===== src/rtl/mnist_pkg.sv =====
// Shared constants and types for the MNIST 784-128-32-10 inference control path.
package mnist_pkg;

    localparam int N_IN1_DEF = 784;
    localparam int N_IN2_DEF = 128;
    localparam int N_IN3_DEF = 32;
    localparam int N_OUT     = 10;

    localparam int ADDR_W  = 32;
    localparam int BASE_W  = 20;
    localparam int MAX_IMG = 16;

    // Bits needed to hold an image count in the range 0..max_img inclusive.
    function automatic int img_w_f(input int max_img);
        return $clog2(max_img + 1);
    endfunction

    localparam int IMG_W   = img_w_f(MAX_IMG);
    localparam int CLASS_W = $clog2(N_OUT);

    typedef enum logic [3:0] {
        S_IDLE = 4'd0,
        S_F1   = 4'd1,
        S_W1   = 4'd2,
        S_F2   = 4'd3,
        S_W2   = 4'd4,
        S_F3   = 4'd5,
        S_W3   = 4'd6,
        S_WR   = 4'd7,
        S_FIN  = 4'd8
    } seq_state_t;

endpackage


===== src/rtl/inference_sequencer_if.sv =====
// Host handshake plus layer-datapath strobes/bus seen by the batch sequencer.
interface inference_sequencer_if;
    import mnist_pkg::*;

    // host side
    logic               start;
    logic               abort;
    logic [IMG_W-1:0]   img_count;
    logic               busy;
    logic               done;
    logic               err_timeout;

    // layer datapath side
    logic               l1_done;
    logic               l2_done;
    logic               l3_done;
    logic               pred_valid;
    logic [CLASS_W-1:0] pred_class;
    logic [ADDR_W-1:0]  current_addr;
    logic [BASE_W-1:0]  img_base;
    logic               l1_run;
    logic               l2_run;
    logic               l3_run;

    // result buffer write port
    logic               res_we;
    logic [IMG_W-1:0]   res_addr;
    logic [CLASS_W-1:0] res_data;

    // sequencer view
    modport master (
        input  start, abort, img_count,
        input  l1_done, l2_done, l3_done, pred_valid, pred_class,
        output busy, done, err_timeout,
        output current_addr, img_base, l1_run, l2_run, l3_run,
        output res_we, res_addr, res_data
    );

    // host / datapath view
    modport slave (
        output start, abort, img_count,
        output l1_done, l2_done, l3_done, pred_valid, pred_class,
        input  busy, done, err_timeout,
        input  current_addr, img_base, l1_run, l2_run, l3_run,
        input  res_we, res_addr, res_data
    );
endinterface


===== src/rtl/inference_sequencer_run_delay_line.sv =====
// Shift register that delays the layer-1 address-valid flag by the image ROM latency.
// A flush clears every stage so an aborted feed stops driving run on the next cycle.
module run_delay_line #(
    parameter int DEPTH = 1
) (
    input  logic clk,
    input  logic rst,
    input  logic flush,
    input  logic din,
    output logic dout
);
    genvar gi;

    generate
        if (DEPTH == 0) begin : g_bypass
            assign dout = din;
        end else begin : g_shift
            logic [DEPTH-1:0] stage_q;
            logic [DEPTH-1:0] stage_d;

            for (gi = 0; gi < DEPTH; gi++) begin : g_stage
                if (gi == 0) begin : g_head
                    assign stage_d[gi] = flush ? 1'b0 : din;
                end else begin : g_tail
                    assign stage_d[gi] = flush ? 1'b0 : stage_q[gi-1];
                end
            end

            // Advance the delay chain one stage per cycle.
            always_ff @(posedge clk) begin
                if (rst) begin
                    stage_q <= '0;
                end else begin
                    stage_q <= stage_d;
                end
            end

            assign dout = stage_q[DEPTH-1];
        end
    endgenerate
endmodule


===== src/rtl/inference_sequencer.sv =====
// Batch scheduler: runs img_count images through the three layer stages, drives
// their run strobes and shared address, and writes each argmax into the result buffer.
module inference_sequencer
    import mnist_pkg::*;
#(
    parameter int N_IN1    = N_IN1_DEF,
    parameter int N_IN2    = N_IN2_DEF,
    parameter int N_IN3    = N_IN3_DEF,
    parameter int ROM_LAT  = 1,
    parameter int WAIT_MAX = 1023
) (
    input  logic                  clk,
    input  logic                  rst,
    inference_sequencer_if.master bus
);
    localparam int                 WAIT_W    = $clog2(WAIT_MAX + 1);
    localparam logic [WAIT_W-1:0]  WAIT_LAST = WAIT_W'(WAIT_MAX - 1);
    localparam logic [ADDR_W-1:0]  LAST1     = ADDR_W'(N_IN1 - 1);
    localparam logic [ADDR_W-1:0]  LAST2     = ADDR_W'(N_IN2 - 1);
    localparam logic [ADDR_W-1:0]  LAST3     = ADDR_W'(N_IN3 - 1);
    localparam logic [IMG_W-1:0]   IMG_CAP   = IMG_W'(MAX_IMG);
    localparam logic [BASE_W-1:0]  BASE_STEP = BASE_W'(N_IN1);

    seq_state_t         state_q, state_d;
    logic [ADDR_W-1:0]  addr_q, addr_d;
    logic [WAIT_W-1:0]  wait_q, wait_d;
    logic [IMG_W-1:0]   idx_q, idx_d;
    logic [BASE_W-1:0]  base_q, base_d;
    logic [IMG_W-1:0]   count_q, count_d;
    logic               busy_q, busy_d;
    logic               done_q, done_d;
    logic               err_q, err_d;
    logic               res_we_q, res_we_d;
    logic [IMG_W-1:0]   res_addr_q, res_addr_d;
    logic [CLASS_W-1:0] res_data_q, res_data_d;

    logic               wait_active;
    logic [IMG_W-1:0]   count_clamp;
    logic [IMG_W-1:0]   idx_inc;
    logic               f1_valid;
    logic               l1_run_dly;

    assign count_clamp = (bus.img_count > IMG_CAP) ? IMG_CAP : bus.img_count;
    assign idx_inc     = idx_q + 1'b1;
    assign f1_valid    = (state_q == S_F1);

    // Next-state, counters and registered outputs; abort overrides everything last.
    always_comb begin
        state_d     = state_q;
        addr_d      = '0;
        wait_d      = '0;
        idx_d       = idx_q;
        base_d      = base_q;
        count_d     = count_q;
        busy_d      = busy_q;
        done_d      = 1'b0;
        err_d       = err_q;
        res_we_d    = 1'b0;
        res_addr_d  = res_addr_q;
        res_data_d  = res_data_q;
        wait_active = 1'b0;

        case (state_q)
            S_IDLE: begin
                if (bus.start) begin
                    count_d = count_clamp;
                    err_d   = 1'b0;
                    busy_d  = 1'b1;
                    state_d = (count_clamp == '0) ? S_FIN : S_F1;
                end
            end
            S_F1: begin
                if (addr_q == LAST1) state_d = S_W1;
                else                 addr_d  = addr_q + 1'b1;
            end
            S_W1: begin
                if (bus.l1_done) state_d = S_F2;
                else             wait_active = 1'b1;
            end
            S_F2: begin
                if (addr_q == LAST2) state_d = S_W2;
                else                 addr_d  = addr_q + 1'b1;
            end
            S_W2: begin
                if (bus.l2_done) state_d = S_F3;
                else             wait_active = 1'b1;
            end
            S_F3: begin
                if (addr_q == LAST3) state_d = S_W3;
                else                 addr_d  = addr_q + 1'b1;
            end
            S_W3: begin
                if (bus.l3_done) state_d = S_WR;
                else             wait_active = 1'b1;
            end
            S_WR: begin
                if (bus.pred_valid) begin
                    res_we_d   = 1'b1;
                    res_addr_d = idx_q;
                    res_data_d = bus.pred_class;
                    idx_d      = idx_inc;
                    base_d     = base_q + BASE_STEP;
                    state_d    = (idx_inc < count_q) ? S_F1 : S_FIN;
                end else begin
                    wait_active = 1'b1;
                end
            end
            S_FIN: begin
                done_d  = 1'b1;
                busy_d  = 1'b0;
                idx_d   = '0;
                base_d  = '0;
                state_d = S_IDLE;
            end
            default: state_d = S_IDLE;
        endcase

        // A stalled layer or argmax ends the batch without a done pulse.
        if (wait_active) begin
            if (wait_q == WAIT_LAST) begin
                err_d   = 1'b1;
                busy_d  = 1'b0;
                idx_d   = '0;
                base_d  = '0;
                state_d = S_IDLE;
            end else begin
                wait_d = wait_q + 1'b1;
            end
        end

        // Abort beats start, done and timeout; partial results already written stay.
        if (bus.abort) begin
            state_d  = S_IDLE;
            addr_d   = '0;
            wait_d   = '0;
            idx_d    = '0;
            base_d   = '0;
            count_d  = count_q;
            err_d    = err_q;
            busy_d   = 1'b0;
            done_d   = 1'b0;
            res_we_d = 1'b0;
        end
    end

    // State and counter registers.
    always_ff @(posedge clk) begin
        if (rst) begin
            state_q    <= S_IDLE;
            addr_q     <= '0;
            wait_q     <= '0;
            idx_q      <= '0;
            base_q     <= '0;
            count_q    <= '0;
            busy_q     <= 1'b0;
            done_q     <= 1'b0;
            err_q      <= 1'b0;
            res_we_q   <= 1'b0;
            res_addr_q <= '0;
            res_data_q <= '0;
        end else begin
            state_q    <= state_d;
            addr_q     <= addr_d;
            wait_q     <= wait_d;
            idx_q      <= idx_d;
            base_q     <= base_d;
            count_q    <= count_d;
            busy_q     <= busy_d;
            done_q     <= done_d;
            err_q      <= err_d;
            res_we_q   <= res_we_d;
            res_addr_q <= res_addr_d;
            res_data_q <= res_data_d;
        end
    end

    // Layer-1 data arrives from the image ROM ROM_LAT cycles after its address.
    run_delay_line #(
        .DEPTH (ROM_LAT)
    ) u_l1_delay (
        .clk   (clk),
        .rst   (rst),
        .flush (bus.abort),
        .din   (f1_valid),
        .dout  (l1_run_dly)
    );

    assign bus.current_addr = addr_q;
    assign bus.img_base     = base_q;
    assign bus.l1_run       = l1_run_dly;
    assign bus.l2_run       = (state_q == S_F2);
    assign bus.l3_run       = (state_q == S_F3);
    assign bus.res_we       = res_we_q;
    assign bus.res_addr     = res_addr_q;
    assign bus.res_data     = res_data_q;
    assign bus.busy         = busy_q;
    assign bus.done         = done_q;
    assign bus.err_timeout  = err_q;
endmodule


===== src/flat_wrapper.sv =====
// flat-port wrapper written by rule: the top's interface ports become plain ports
module inference_sequencer_flat import mnist_pkg::*;
#(
    parameter int N_IN1    = N_IN1_DEF,
    parameter int N_IN2    = N_IN2_DEF,
    parameter int N_IN3    = N_IN3_DEF,
    parameter int ROM_LAT  = 1,
    parameter int WAIT_MAX = 1023
)
  (clk, rst, bus_start, bus_abort, bus_img_count, bus_l1_done, bus_l2_done, bus_l3_done, bus_pred_valid, bus_pred_class, bus_busy, bus_done, bus_err_timeout, bus_current_addr, bus_img_base, bus_l1_run, bus_l2_run, bus_l3_run, bus_res_we, bus_res_addr, bus_res_data);
  inference_sequencer_if bus_i ();
  input  logic clk;
  input  logic rst;
  input wire logic [$bits(bus_i.start)-1:0] bus_start;
  input wire logic [$bits(bus_i.abort)-1:0] bus_abort;
  input wire logic [$bits(bus_i.img_count)-1:0] bus_img_count;
  input wire logic [$bits(bus_i.l1_done)-1:0] bus_l1_done;
  input wire logic [$bits(bus_i.l2_done)-1:0] bus_l2_done;
  input wire logic [$bits(bus_i.l3_done)-1:0] bus_l3_done;
  input wire logic [$bits(bus_i.pred_valid)-1:0] bus_pred_valid;
  input wire logic [$bits(bus_i.pred_class)-1:0] bus_pred_class;
  output wire logic [$bits(bus_i.busy)-1:0] bus_busy;
  output wire logic [$bits(bus_i.done)-1:0] bus_done;
  output wire logic [$bits(bus_i.err_timeout)-1:0] bus_err_timeout;
  output wire logic [$bits(bus_i.current_addr)-1:0] bus_current_addr;
  output wire logic [$bits(bus_i.img_base)-1:0] bus_img_base;
  output wire logic [$bits(bus_i.l1_run)-1:0] bus_l1_run;
  output wire logic [$bits(bus_i.l2_run)-1:0] bus_l2_run;
  output wire logic [$bits(bus_i.l3_run)-1:0] bus_l3_run;
  output wire logic [$bits(bus_i.res_we)-1:0] bus_res_we;
  output wire logic [$bits(bus_i.res_addr)-1:0] bus_res_addr;
  output wire logic [$bits(bus_i.res_data)-1:0] bus_res_data;
  assign bus_i.start = bus_start;
  assign bus_i.abort = bus_abort;
  assign bus_i.img_count = bus_img_count;
  assign bus_i.l1_done = bus_l1_done;
  assign bus_i.l2_done = bus_l2_done;
  assign bus_i.l3_done = bus_l3_done;
  assign bus_i.pred_valid = bus_pred_valid;
  assign bus_i.pred_class = bus_pred_class;
  assign bus_busy = bus_i.busy;
  assign bus_done = bus_i.done;
  assign bus_err_timeout = bus_i.err_timeout;
  assign bus_current_addr = bus_i.current_addr;
  assign bus_img_base = bus_i.img_base;
  assign bus_l1_run = bus_i.l1_run;
  assign bus_l2_run = bus_i.l2_run;
  assign bus_l3_run = bus_i.l3_run;
  assign bus_res_we = bus_i.res_we;
  assign bus_res_addr = bus_i.res_addr;
  assign bus_res_data = bus_i.res_data;
  inference_sequencer #(.N_IN1(N_IN1), .N_IN2(N_IN2), .N_IN3(N_IN3), .ROM_LAT(ROM_LAT), .WAIT_MAX(WAIT_MAX)) u_core (.clk(clk), .rst(rst), .bus(bus_i));
endmodule

===== config.mk =====
export PLATFORM = sky130hd
export DESIGN_NAME = inference_sequencer_flat
export DESIGN_NICKNAME = d
export VERILOG_FILES = /design/src/rtl/mnist_pkg.sv /design/src/rtl/inference_sequencer_if.sv /design/src/rtl/inference_sequencer_run_delay_line.sv /design/src/rtl/inference_sequencer.sv /design/src/flat_wrapper.sv
export SDC_FILE = /design/constraint.sdc
export NUM_CORES = 1
export LEC_CHECK = 0
export CAP_MARGIN = 15
export CORE_ASPECT_RATIO = 0.6
export CORE_MARGIN = 2
export CORE_UTILIZATION = 50
export CTS_CLUSTER_SIZE = 40
export DETAILED_ROUTE_END_ITERATION = 16
export PLACE_DENSITY_LB_ADDON = 0.12
export SLEW_MARGIN = 10
export SYNTH_ARGS = -nofsm -noshare
export SYNTH_HDL_FRONTEND = slang
export SYNTH_SLANG_ARGS = --single-unit
export TNS_END_PERCENT = 1

===== constraint.sdc =====
create_clock -name clk -period 5.76 [get_ports clk]
set_input_delay 0.864 -clock clk [delete_from_list [all_inputs] [get_ports clk]]
set_output_delay 0.864 -clock clk [all_outputs]
set_load 0.05 [all_outputs]

Fig. 1: wiring by layer
Scale bar: 50 um.
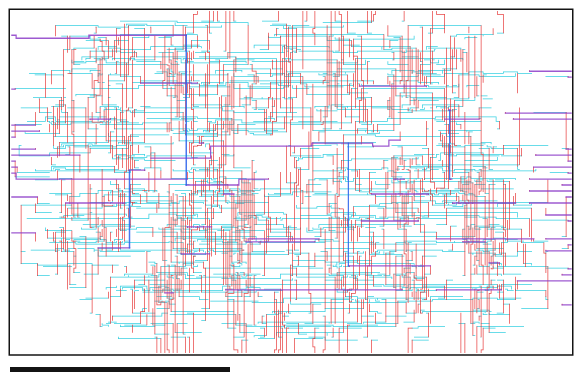
cyan -> metal 1  # wire length 5580 um
purple -> metal 3  # wire length 594 um
blue -> metal 4  # wire length 95.2 um
red -> metal 2  # wire length 4690 um

Fig. 2: routed clock nets over the placement
Scale bar: 50 um.
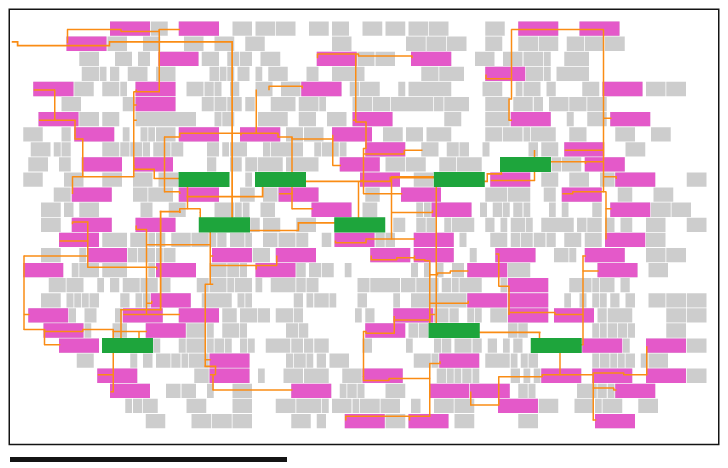
magenta -> flip-flops  # count 90
orange -> clock wires  # length 1150 um
green -> clock drivers  # count 9
routed clock nets = 10
flops lie = widely spread
Late-Pin Clk Latency: 0.34 ns
Worst Clk Skew: 0.007321 ns
Clock net power: 0.597 mW
clock share of power: 47.1%

Fig. 3: register map, names as in the netlist
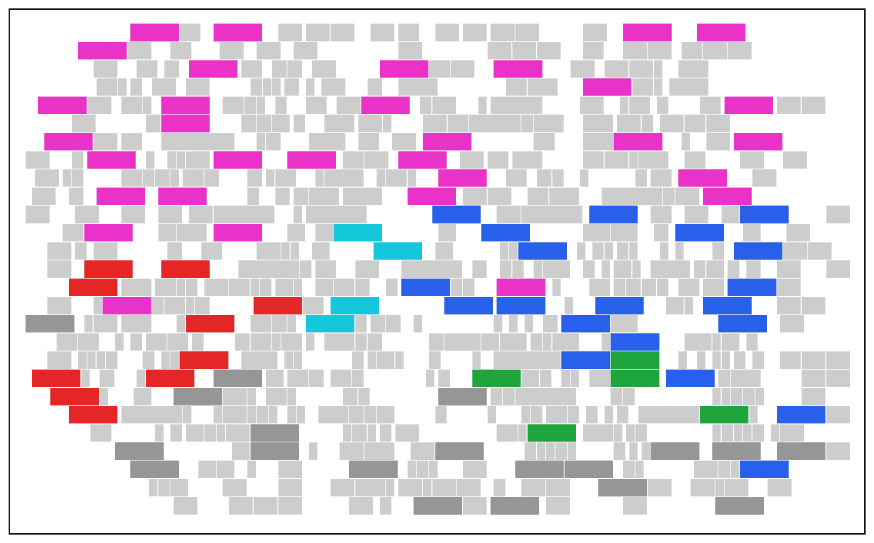
green -> `u_core.idx_q`  # sequential cells 5
cyan -> `u_core.state_q`  # sequential cells 4, where middle
blue -> `u_core.bus.img_base`  # sequential cells 20
red -> `u_core.wait_q`  # sequential cells 10
magenta -> `u_core.bus.current_addr`  # sequential cells 32
not coloured = 19

Fig. 4: congestion heat map
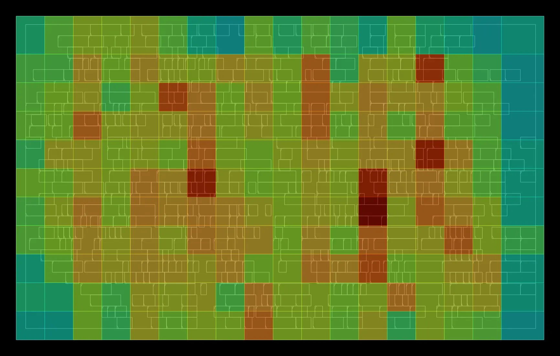
Tot GR Track Use: 22.99%
met3 usage: 4.976%
final core occ: 63.02%
WL/cell: 15.81 um

==> impl_metrics.yaml <==
# implementation run metrics
power:
  p_comb_share_pct: 3.4
  sw_frac_of_total_pct: 22.53
  ir_drop_uv: 150.9
  pwr-share-seq_pct: 49.5
  p_leak_nw: 1.783
setup_path:
  path_depth: 4
  max_stage_delay_ns: 0.83
  r2r_end: "u_core.state_q[0]"
  crit_type: "reg2out"
  reg2reg_slack_ns: 3.21
  startpoint: "u_core.state_q[2]"
  path_delay_family: "buffers and inverters"
  worstPathArrival_ns: 2.18
  worst-path-max-fanout: 10
  crit_path_end: "bus_l2_run"
placed_design:
  hpwl_um: 7801
  pre_cts_ws_ns: 2.436
synth:
  synth.most_common_cell: "dfxtp_1"
  postSynthAreaPerCell_um2: 9.185
  async_flop_share_pct: 0
  ys_top_cells_by_area: "dfxtp_1 (39%), nor3_2 (7.2%), xnor2_1 (5.5%)"
  synth_nets: 525
  yosys_area_um2: 4583
  synth_cell_types: 61
detailed_routing:
  drt-initial-drc-count: 276
  drtAntennaViolNets: 0
  vias: 3889
  top_layer_used: "met4"
  vias_per_cell: 5.612
  wl_met3_um: 593
  met2_length_um: 4689
layout:
  final_nets: 598
  design_area_um2: 5705
global_routing:
  grt.overflow.total: 0
die:
  num_rows: 27
  die_w_um: 127.6
clocking:
  cts.clk_slew.worst_paths_ns: 0.07
  hold_buffers: 0
  cts_resized: 0
  post-cts-setup-buffers: 0
  cts.sinks: 90
hold_path:
  hold_end: "u_core.bus.res_addr[2]"
  min_from: "u_core.bus.res_addr[2]"
timing:
  setup_viol: 0
  fin_tns_setup_ns: 0
  setup_ws_ns: 2.716
  hold_violations: 0
flow_run:
  tool_warnings: 27
outcome:
  status: "finished, final reports clean"
-- cell type report --
class / count / area (um2) / share of cell area [%]
clock buffer: 9 / 225.2 / 3.947
sequential: 90 / 1802 / 31.58
inverter: 13 / 48.80 / 0.8553
timing repair buffer: 86 / 855.8 / 15.00
tap: 116 / 145.1 / 2.544
multi-input combinational: 372 / 2552 / 44.74
clock inverter: 7 / 76.32 / 1.338
-- cells by family after synthesis --
| group | after synthesis | share of synthesized area, % |
|---|---|---|
| xor gates and xnor gates | 40 | 7.644 |
| and+or+nand+nor | 255 | 34.40 |
| buffers and inverters | 37 | 4.996 |
| DFF | 90 | 39.31 |
| muxes | 8 | 2.020 |
| adders and majority gates | 9 | 2.457 |
| AOI/OAI and AO/OA | 60 | 9.173 |
Power is estimated from default activity; no workload was simulated.
